--- src/rtl/fiber_evt_arbiter.sv ---
// Round-robin forwarder of whole event blocks from NCH FWFT FIFOs into the fiber
// event FIFO; each block closes with its trailer word followed by one end marker.
module fiber_evt_arbiter #(
  parameter int unsigned   NCH       = 2,
  parameter int unsigned   DW        = 32,
  parameter logic [DW-1:0] TRL_MASK  = 32'h00F00000,
  parameter logic [DW-1:0] TRL_VAL   = 32'h00100000,
  parameter int unsigned   MAX_WORDS = 4096
) (
  input  logic              CLK,
  input  logic              RST,
  input  logic              ENABLE,
  input  logic [NCH-1:0]    IN_EMPTY,
  output logic [NCH-1:0]    IN_RD,
  input  logic [NCH*DW-1:0] IN_DATA,
  input  logic              OUT_FULL,
  output logic              OUT_WR,
  output logic [DW-1:0]     OUT_DATA,
  output logic              OUT_END,
  output logic [2:0]        ACTIVE_CH,
  output logic [15:0]       BLOCK_CNT,
  output logic              OVERLONG_ERR,
  input  logic              ERR_CLR
);

  localparam int unsigned   CW     = $clog2(MAX_WORDS + 1);
  localparam logic [CW-1:0] MaxCnt = CW'(MAX_WORDS);

  typedef enum logic [1:0] {StIdle, StXfer, StEndw} state_e;

  state_e        state_q, state_d;
  logic [2:0]    sel_q, sel_d;
  logic [2:0]    ptr_q, ptr_d;
  logic [CW-1:0] cnt_q, cnt_d;
  logic [15:0]   blk_q, blk_d;
  logic          err_q, err_d;

  logic [DW-1:0] head;
  logic          head_empty;
  logic          is_trl;
  logic          xfer;
  logic [CW-1:0] cnt_inc;
  logic [2:0]    pick;
  logic          pick_found;

  // Head word and empty flag of the selected channel.
  always_comb begin
    head       = '0;
    head_empty = 1'b1;
    for (int unsigned k = 0; k < NCH; k++) begin
      if (sel_q == 3'(k)) begin
        head       = IN_DATA[k*DW +: DW];
        head_empty = IN_EMPTY[k];
      end
    end
  end

  // First non-empty channel at offset 0, 1, ... from the round-robin pointer.
  always_comb begin
    pick       = ptr_q;
    pick_found = 1'b0;
    for (int unsigned i = 0; i < NCH; i++) begin
      for (int unsigned k = 0; k < NCH; k++) begin
        if (!pick_found && ((32'(ptr_q) + i) % NCH == k) && !IN_EMPTY[k]) begin
          pick_found = 1'b1;
          pick       = 3'(k);
        end
      end
    end
  end

  assign is_trl  = (head & TRL_MASK) == TRL_VAL;
  assign cnt_inc = cnt_q + CW'(1);

  always_comb begin
    state_d  = state_q;
    sel_d    = sel_q;
    ptr_d    = ptr_q;
    cnt_d    = cnt_q;
    blk_d    = blk_q;
    err_d    = err_q & ~ERR_CLR;
    xfer     = 1'b0;
    OUT_WR   = 1'b0;
    OUT_DATA = '0;
    OUT_END  = 1'b0;
    unique case (state_q)
      StIdle: begin
        if (ENABLE && pick_found) begin
          sel_d   = pick;
          cnt_d   = '0;
          state_d = StXfer;
        end
      end
      StXfer: begin
        xfer = !head_empty && !OUT_FULL;
        if (xfer) begin
          OUT_WR   = 1'b1;
          OUT_DATA = head;
          cnt_d    = cnt_inc;
          if (is_trl) begin
            state_d = StEndw;
          end else if (cnt_inc == MaxCnt) begin
            // A new overflow overrides a same-cycle clear.
            err_d   = 1'b1;
            state_d = StEndw;
          end
        end
      end
      StEndw: begin
        OUT_END = 1'b1;
        OUT_WR  = !OUT_FULL;
        if (!OUT_FULL) begin
          blk_d   = blk_q + 16'd1;
          ptr_d   = (sel_q == 3'(NCH - 1)) ? 3'd0 : sel_q + 3'd1;
          state_d = StIdle;
        end
      end
      default: state_d = StIdle;
    endcase
  end

  always_comb begin
    IN_RD = '0;
    for (int unsigned k = 0; k < NCH; k++) begin
      if (xfer && (sel_q == 3'(k))) IN_RD[k] = 1'b1;
    end
  end

  always_ff @(posedge CLK) begin
    if (RST) begin
      state_q <= StIdle;
      sel_q   <= '0;
      ptr_q   <= '0;
      cnt_q   <= '0;
      blk_q   <= '0;
      err_q   <= 1'b0;
    end else begin
      state_q <= state_d;
      sel_q   <= sel_d;
      ptr_q   <= ptr_d;
      cnt_q   <= cnt_d;
      blk_q   <= blk_d;
      err_q   <= err_d;
    end
  end

  assign ACTIVE_CH    = sel_q;
  assign BLOCK_CNT    = blk_q;
  assign OVERLONG_ERR = err_q;

endmodule

--- config.mk ---
export PLATFORM = sky130hd
export DESIGN_NAME = fiber_evt_arbiter
export DESIGN_NICKNAME = d
export VERILOG_FILES = /design/src/rtl/fiber_evt_arbiter.sv
export SDC_FILE = /design/constraint.sdc
export NUM_CORES = 1
export LEC_CHECK = 0
export ABC_AREA = 1
export CORE_MARGIN = 1
export CORE_UTILIZATION = 42
export DETAILED_ROUTE_END_ITERATION = 8
export PLACE_DENSITY = 0.91
export SLEW_MARGIN = 20
export SYNTH_ARGS = -nofsm -noshare
export SYNTH_HDL_FRONTEND = slang
export SYNTH_SLANG_ARGS = --single-unit
--- constraint.sdc ---
create_clock -name CLK -period 4.8 [get_ports CLK]
set_input_delay 0.72 -clock CLK [delete_from_list [all_inputs] [get_ports CLK]]
set_output_delay 0.72 -clock CLK [all_outputs]
set_load 0.005 [all_outputs]
**Run 1: the metal 3 layer**

(4 px per µm) Cells faint in the background.
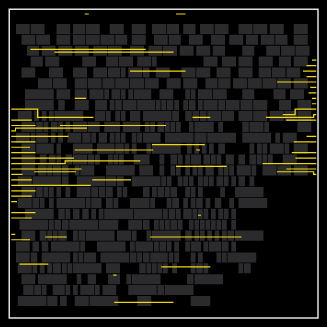
longest straight run: 29.4 µm
main direction: horizontal
nets with wire on the layer: 54
wire length on this layer: 535 µm
Final Routed Wirelength: 7520 µm
met3 layer usage reported by global route: 0.0798

**Run 1: clock nets**

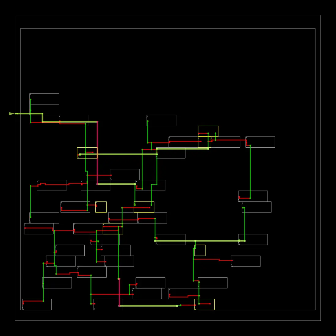
total clock buffers created by CTS: 5
count of clock buffers in the final design: 5
clock latency on the worst-skew pair: 0.30 ns

==> flow_summary_export.csv, run 1 <==
group,metric,value,unit
run_status,status,"finished clean",
synthesis,synth.cells.most_frequent,"sky130_fd_sc_hd__nand2_1, sky130_fd_sc_hd__inv_1, sky130_fd_sc_hd__nor2_1, sky130_fd_sc_hd__dfxtp_1, sky130_fd_sc_hd__a21oi_1",
synthesis,synthesis.area_per_instance,6.60,µm²
clocking,post_cts.repair.setup_buffers,0,
place,place_worst_setup_slack,1.31,ns
synthesis,ys.flops,36,
worst_setup_path,crit_arrival,2.76,ns
worst_hold_path,worstHoldPathType,"reg -> reg",
place,gp_congestion,0.854,
floorplanning,floorplan.initialDensity,0.449,
clocking,clock_tree_buffer_depth,2,
global_route,grt_first_pass_wirelength,12200,µm
timing,rsz_0062_raised_after_global_routing,"no",
floorplanning,chipWidth,76.8,µm
final_layout,finish.utilization,0.709,
synthesis,yosys_xor_share,0.0186,
synthesis,synth_sequential_area_ratio,0.307,
synthesis,synth_top_area_share,0.307,
detailed_routing,initialDrtViolationCount,196,
worst_setup_path,number_of_cell_instances_on_the_worst_register_to_register_path,11,
timing,worst_slew_margin_rel,0.371,
timing,final_critical_path_setup_slack,1.32,ns
global_route,global_route.overflow_total,0,
detailed_routing,wire_length_per_cell,13.7,µm
synthesis,yosys.area_share.simple,0.291,
worst_setup_path,reg2reg_slack,2.77,ns
worst_setup_path,critical_path.n_buffers_inverters,3,
clocking,cts_htree_levels,2,
detailed_routing,number_of_detailed_routing_iterations_run_before_antenna_repair,4,
power_and_ir_drop,static-leakage-power,1.45,nW
power_and_ir_drop,power_total,0.878,mW
clocking,number_of_instances_resized_during_post_cts_repair,0,
timing,setup_viol,0,
worst_setup_path,critPathMostFrequentCell,"sky130_fd_sc_hd__clkdlybuf4s50_1",
synthesis,synth-edff-count,0,
job,warnings,30,
timing,timing.fmax,287,MHz
synthesis,logic_family,"simple AND/OR/NAND/NOR gates",
timing,hold-worst-slack,0.481,ns
clocking,hold_buf_cts,0,
global_route,grt_util_all_layers,0.256,
timing,worstMarginPinSlew,0.941,ns
worst_hold_path,worstHoldStart,"OVERLONG_ERR",
synthesis,post_synth_inst_count,356,
place,post_dp_cell_area,0.00361,mm²
global_route,grt_start_max_net_pins,30,
synthesis,synth.distinct_cells,29,
synthesis,dominantRegCellSynth,"sky130_fd_sc_hd__dfxtp_1",
timing,finalSetupTns,0,ns
worst_setup_path,critical_path.cell_chain,"clkdlybuf4s50_1, o22ai_2, nand2_2, nor2_4, nand2_1, inv_2, a22o_1, clkdlybuf4s50_1",
timing,final.period_utilization,0.726,
synthesis,top_post_synthesis_cells_by_area,"sky130_fd_sc_hd__dfxtp_1, sky130_fd_sc_hd__nand2_1, sky130_fd_sc_hd__a22o_1",
detailed_routing,count_of_unresolved_drc_violations_after_routing,0,
detailed_routing,drtAntennaViolNets,0,
job,max-cap-violations,0,
final_layout,postLayoutCellArea,0.00371,mm²
final_layout,final_common_cell,"sky130_fd_sc_hd__clkdlybuf4s50_1",
power_and_ir_drop,pwr_density_cell,237,mW/mm²
floorplanning,die.size.y,76.8,µm
clocking,clk_pin_slew,0.07,ns
detailed_routing,routed-via-count,2785,
worst_setup_path,worst_r2r_endpoint,"BLOCK_CNT[15]",
synthesis,synth.cellmix.compoundShare,0.226,
worst_setup_path,slowest_stage,"sky130_fd_sc_hd__clkdlybuf4s50_1",
clocking,cts_tree,"yes",
power_and_ir_drop,peak_supply_drop,0.176,mV
final_layout,area_growth_syn_to_layout,57.9,%
detailed_routing,detail_route.vias_per_cell,5.07,
final_layout,instances_no_fill,549,
global_route,grt_use_met2,0.446,
place,post-place-cells,540,
clocking,root_buffer,"sky130_fd_sc_hd__clkbuf_8",
final_layout,most-common-layout-cells,"sky130_fd_sc_hd__clkdlybuf4s50_1, sky130_fd_sc_hd__nand2_1, sky130_fd_sc_hd__inv_1",
place,port-buffer-count,126,
worst_setup_path,endpoint_kind,"output pin",
synthesis,yosys-mux-area-fraction,0,
synthesis,floorplan.nets,434,
worst_hold_path,min_to,"OVERLONG_ERR",
worst_setup_path,worst_path_max_fanout,29,
worst_setup_path,critPathKind,"in -> out",
synthesis,ys.warnings.count,0,
final_layout,share_of_cells_above_drive_strength_1,0.0418,
floorplanning,floorplan.die_area,0.00590,mm²
floorplanning,design.portCount,127,
**Run 1: clock network drawn from the DEF**

(6 px per µm)
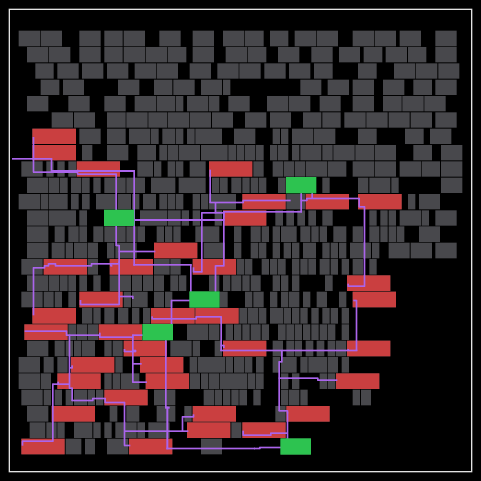
legend:
  purple:
    item: clock wires
    length: 507 µm
  green:
    item: clock drivers
    count: 5
  red:
    item: flip-flops
    count: 36
routed clock nets: 6
clock share of power: 0.257
worst-case clock skew: 0.00858 ns

[run 1: power breakdown]
group,switching [mW],internal [mW]
clock network,0.123,0.103
logic,0.163,0.163
registers,0.0139,0.313
total,0.300,0.578
[run 1: worst register-to-register path: stages (launching register included)]
cell                      delay [ns]
sky130_fd_sc_hd__dfxtp_1        0.34
sky130_fd_sc_hd__inv_1          0.11
sky130_fd_sc_hd__ha_1           0.25
sky130_fd_sc_hd__nand2_2        0.13
sky130_fd_sc_hd__nor2_1         0.15
sky130_fd_sc_hd__nand2_1        0.10
sky130_fd_sc_hd__nor2_1         0.14
sky130_fd_sc_hd__nand3_1        0.15
sky130_fd_sc_hd__nor2_1         0.22
sky130_fd_sc_hd__nand4_1        0.13
sky130_fd_sc_hd__xor2_1         0.15
sky130_fd_sc_hd__nor2_1         0.05
[run 1: cell type report]
class,instances,area (µm²)
timing repair buffer,127,1270
multi-input combinational,256,1350
clock inverter,3,23.8
clock buffer,5,68.8
sequential,36,721
fill,441,1530
inverter,52,195
tap,70,87.6
[run 1: worst max-delay path by stage]
stage                   endpoint  slack (ns)  cells past startpoint
finish              OUT_DATA[15]        1.32                      8
global route        OUT_DATA[16]        1.18                      8
CTS                 OUT_DATA[10]        1.31                      8
detailed placement  OUT_DATA[10]        1.31                      8
global placement    OUT_DATA[15]        1.36                      8
floorplan           OUT_DATA[10]        2.50                      8
[run 1: registers in the layout, summed over array words and instances (netlist names)]
signal,flops
ACTIVE_CH,3
OVERLONG_ERR,1
state_q,2
BLOCK_CNT,16
cnt_q,13
ptr_q,1
[run 1: per-layer routing]
metal | vias up | part of all wire
met5 | - | 0
met4 | 0 | 0.0098
met3 | 10 | 0.071
met2 | 76 | 0.50
met1 | 1285 | 0.42
li1 | 1414 | -
**Run 1: cell classes on the final placement**

(4 px per µm)
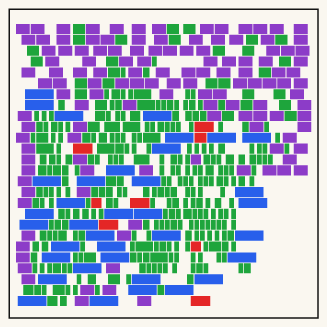

==> run 2, diff against run 1 <==
CORE_UTILIZATION = 36   (was 42)
PLACE_DENSITY = 0.83   (was 0.91)
clock period = 3.16 ns   (was 4.8 ns; I/O delays follow)
**Run 2: cell classes on the final placement**

(3 px per µm)
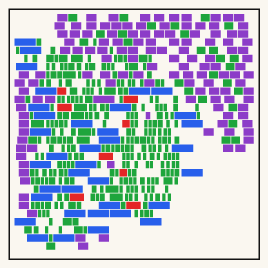
legend:
  purple:
    class: other buffers and delay cells
    cells: 129
    share_of_their_area: 35%
  red:
    class: clock drivers and dummy loads
    cells: 8
    share_of_their_area: 2.5%
  blue:
    class: flops
    cells: 36
    share_of_their_area: 20%
  green:
    class: combinational and other logic
    cells: 308
    share_of_their_area: 42%

==> flow_summary_export.csv, run 2 <==
group,metric,value,unit
run_status,status,"finished clean",
job,warnings,31,
power_and_ir_drop,pg_seq,0.496,mW
power_and_ir_drop,pwr-share-comb,0.367,
clocking,root_buffer,"sky130_fd_sc_hd__clkbuf_8",
timing,finalSetupTns,0,ns
synthesis,synth.cells.most_frequent,"sky130_fd_sc_hd__nand2_1, sky130_fd_sc_hd__inv_1, sky130_fd_sc_hd__nor2_1, sky130_fd_sc_hd__dfxtp_1, sky130_fd_sc_hd__a21oi_1",
place,post-place-cells,549,
worst_hold_path,worstHoldStart,"cnt_q[12]",
global_route,grt_start_max_net_pins,30,
detailed_routing,wl,6990,µm
worst_hold_path,worstHoldPathType,"reg -> reg",
clocking,hold_buf_cts,0,
worst_setup_path,critical_path.cell_chain,"clkdlybuf4s50_1, o22ai_2, nand2_2, nor2_4, nand3_1, inv_2, a22o_1, clkdlybuf4s50_1",
worst_hold_path,min_to,"cnt_q[12]",
detailed_routing,detail_route.vias_per_cell,4.85,
final_layout,area_growth_syn_to_layout,59.3,%
final_layout,final_common_cell,"sky130_fd_sc_hd__clkdlybuf4s50_1",
worst_setup_path,crit_arrival,2.56,ns
final_layout,most-common-layout-cells,"sky130_fd_sc_hd__clkdlybuf4s50_1, sky130_fd_sc_hd__nand2_1, sky130_fd_sc_hd__inv_1",
detailed_routing,wire_length_per_cell,12.5,µm
worst_setup_path,worst_path_max_fanout,29,
timing,rsz_0062_raised_after_global_routing,"no",
synthesis,post_synth_inst_count,356,
synthesis,synth_sequential_area_ratio,0.307,
final_layout,fill_cells,605,
clocking,number_of_instances_resized_during_post_cts_repair,0,
power_and_ir_drop,power.net_switching,0.447,mW
power_and_ir_drop,static-leakage-power,1.46,nW
place,place_worst_setup_slack,0.119,ns
place,post_dp_cell_area,0.00365,mm²
synthesis,ys.flops,36,
global_route,global_route.overflow_total,0,
worst_setup_path,worst_r2r_endpoint,"state_q[0]",
worst_setup_path,endpoint_kind,"output pin",
final_layout,instances_no_fill,558,
power_and_ir_drop,pg_comb,0.486,mW
timing,setup_viol,0,
place,port-buffer-count,126,
synthesis,dominantRegCellSynth,"sky130_fd_sc_hd__dfxtp_1",
floorplanning,design.portCount,127,
synthesis,synth_top_area_share,0.307,
clocking,clk_pin_slew,0.08,ns
**Run 2: clock nets**

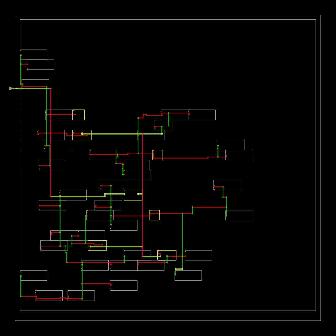
worst-case clock skew: 0.0104 ns
count of sequential standard cells: 36

==> run 2: cell types whose count changed in the layout (fill, tap and decap cells not counted), sizes merged <==
cell,delta
buf,+3
clkbuf,-1
==> run 2: worst max-delay path, delay by kind of cell <==
| kind | cells | cell delay (ns) |
|---|---|---|
| AOI/OAI and AO/OA | 2 | 0.43 |
| and+or+nand+nor | 3 | 0.30 |
| buffers and inverters | 3 | 1.34 |
==> run 2: routing by layer <==
metal	track usage	wire [µm]	vias to the layer above
met5	0	0	-
met4	0.0502	62	0
met3	0.0497	398	6
met2	0.339	3340	82
met1	0.246	3190	1206
li1	-	-	1415
==> run 2: cell type report <==
class | count | area share
flip-flops and latches | 36 | 0.192
well taps | 77 | 0.0257
clock inverters | 3 | 0.00635
clock buffers | 5 | 0.0184
repair buffers | 129 | 0.345
multi-input cells | 256 | 0.360
inverters | 52 | 0.0521
==> run 2: cell families (layout without fill, tap and decap cells) <==
logic type,after synthesis,after routing,synth area share
AND/OR/NAND/NOR,164,164,0.291
AND-OR/OR-AND,80,80,0.226
buffers and inverters,64,189,0.120
flip-flops,36,36,0.307
adder cells (fa/ha/maj),7,7,0.0373
XOR/XNOR,5,5,0.0186
==> run 2: worst max path at each step <==
| stage | from | to | cells past startpoint |
|---|---|---|---|
| global route | IN_EMPTY[0] | OUT_DATA[29] | 8 |
| global placement | IN_EMPTY[0] | OUT_DATA[7] | 8 |
| detailed placement | IN_EMPTY[0] | OUT_DATA[29] | 8 |
| floorplan | ACTIVE_CH[0] | OUT_DATA[10] | 10 |
| CTS | IN_EMPTY[0] | OUT_DATA[29] | 8 |
| finish | IN_EMPTY[0] | OUT_DATA[29] | 8 |
Power figures rest on the tool's default switching activity, not on a simulated workload.
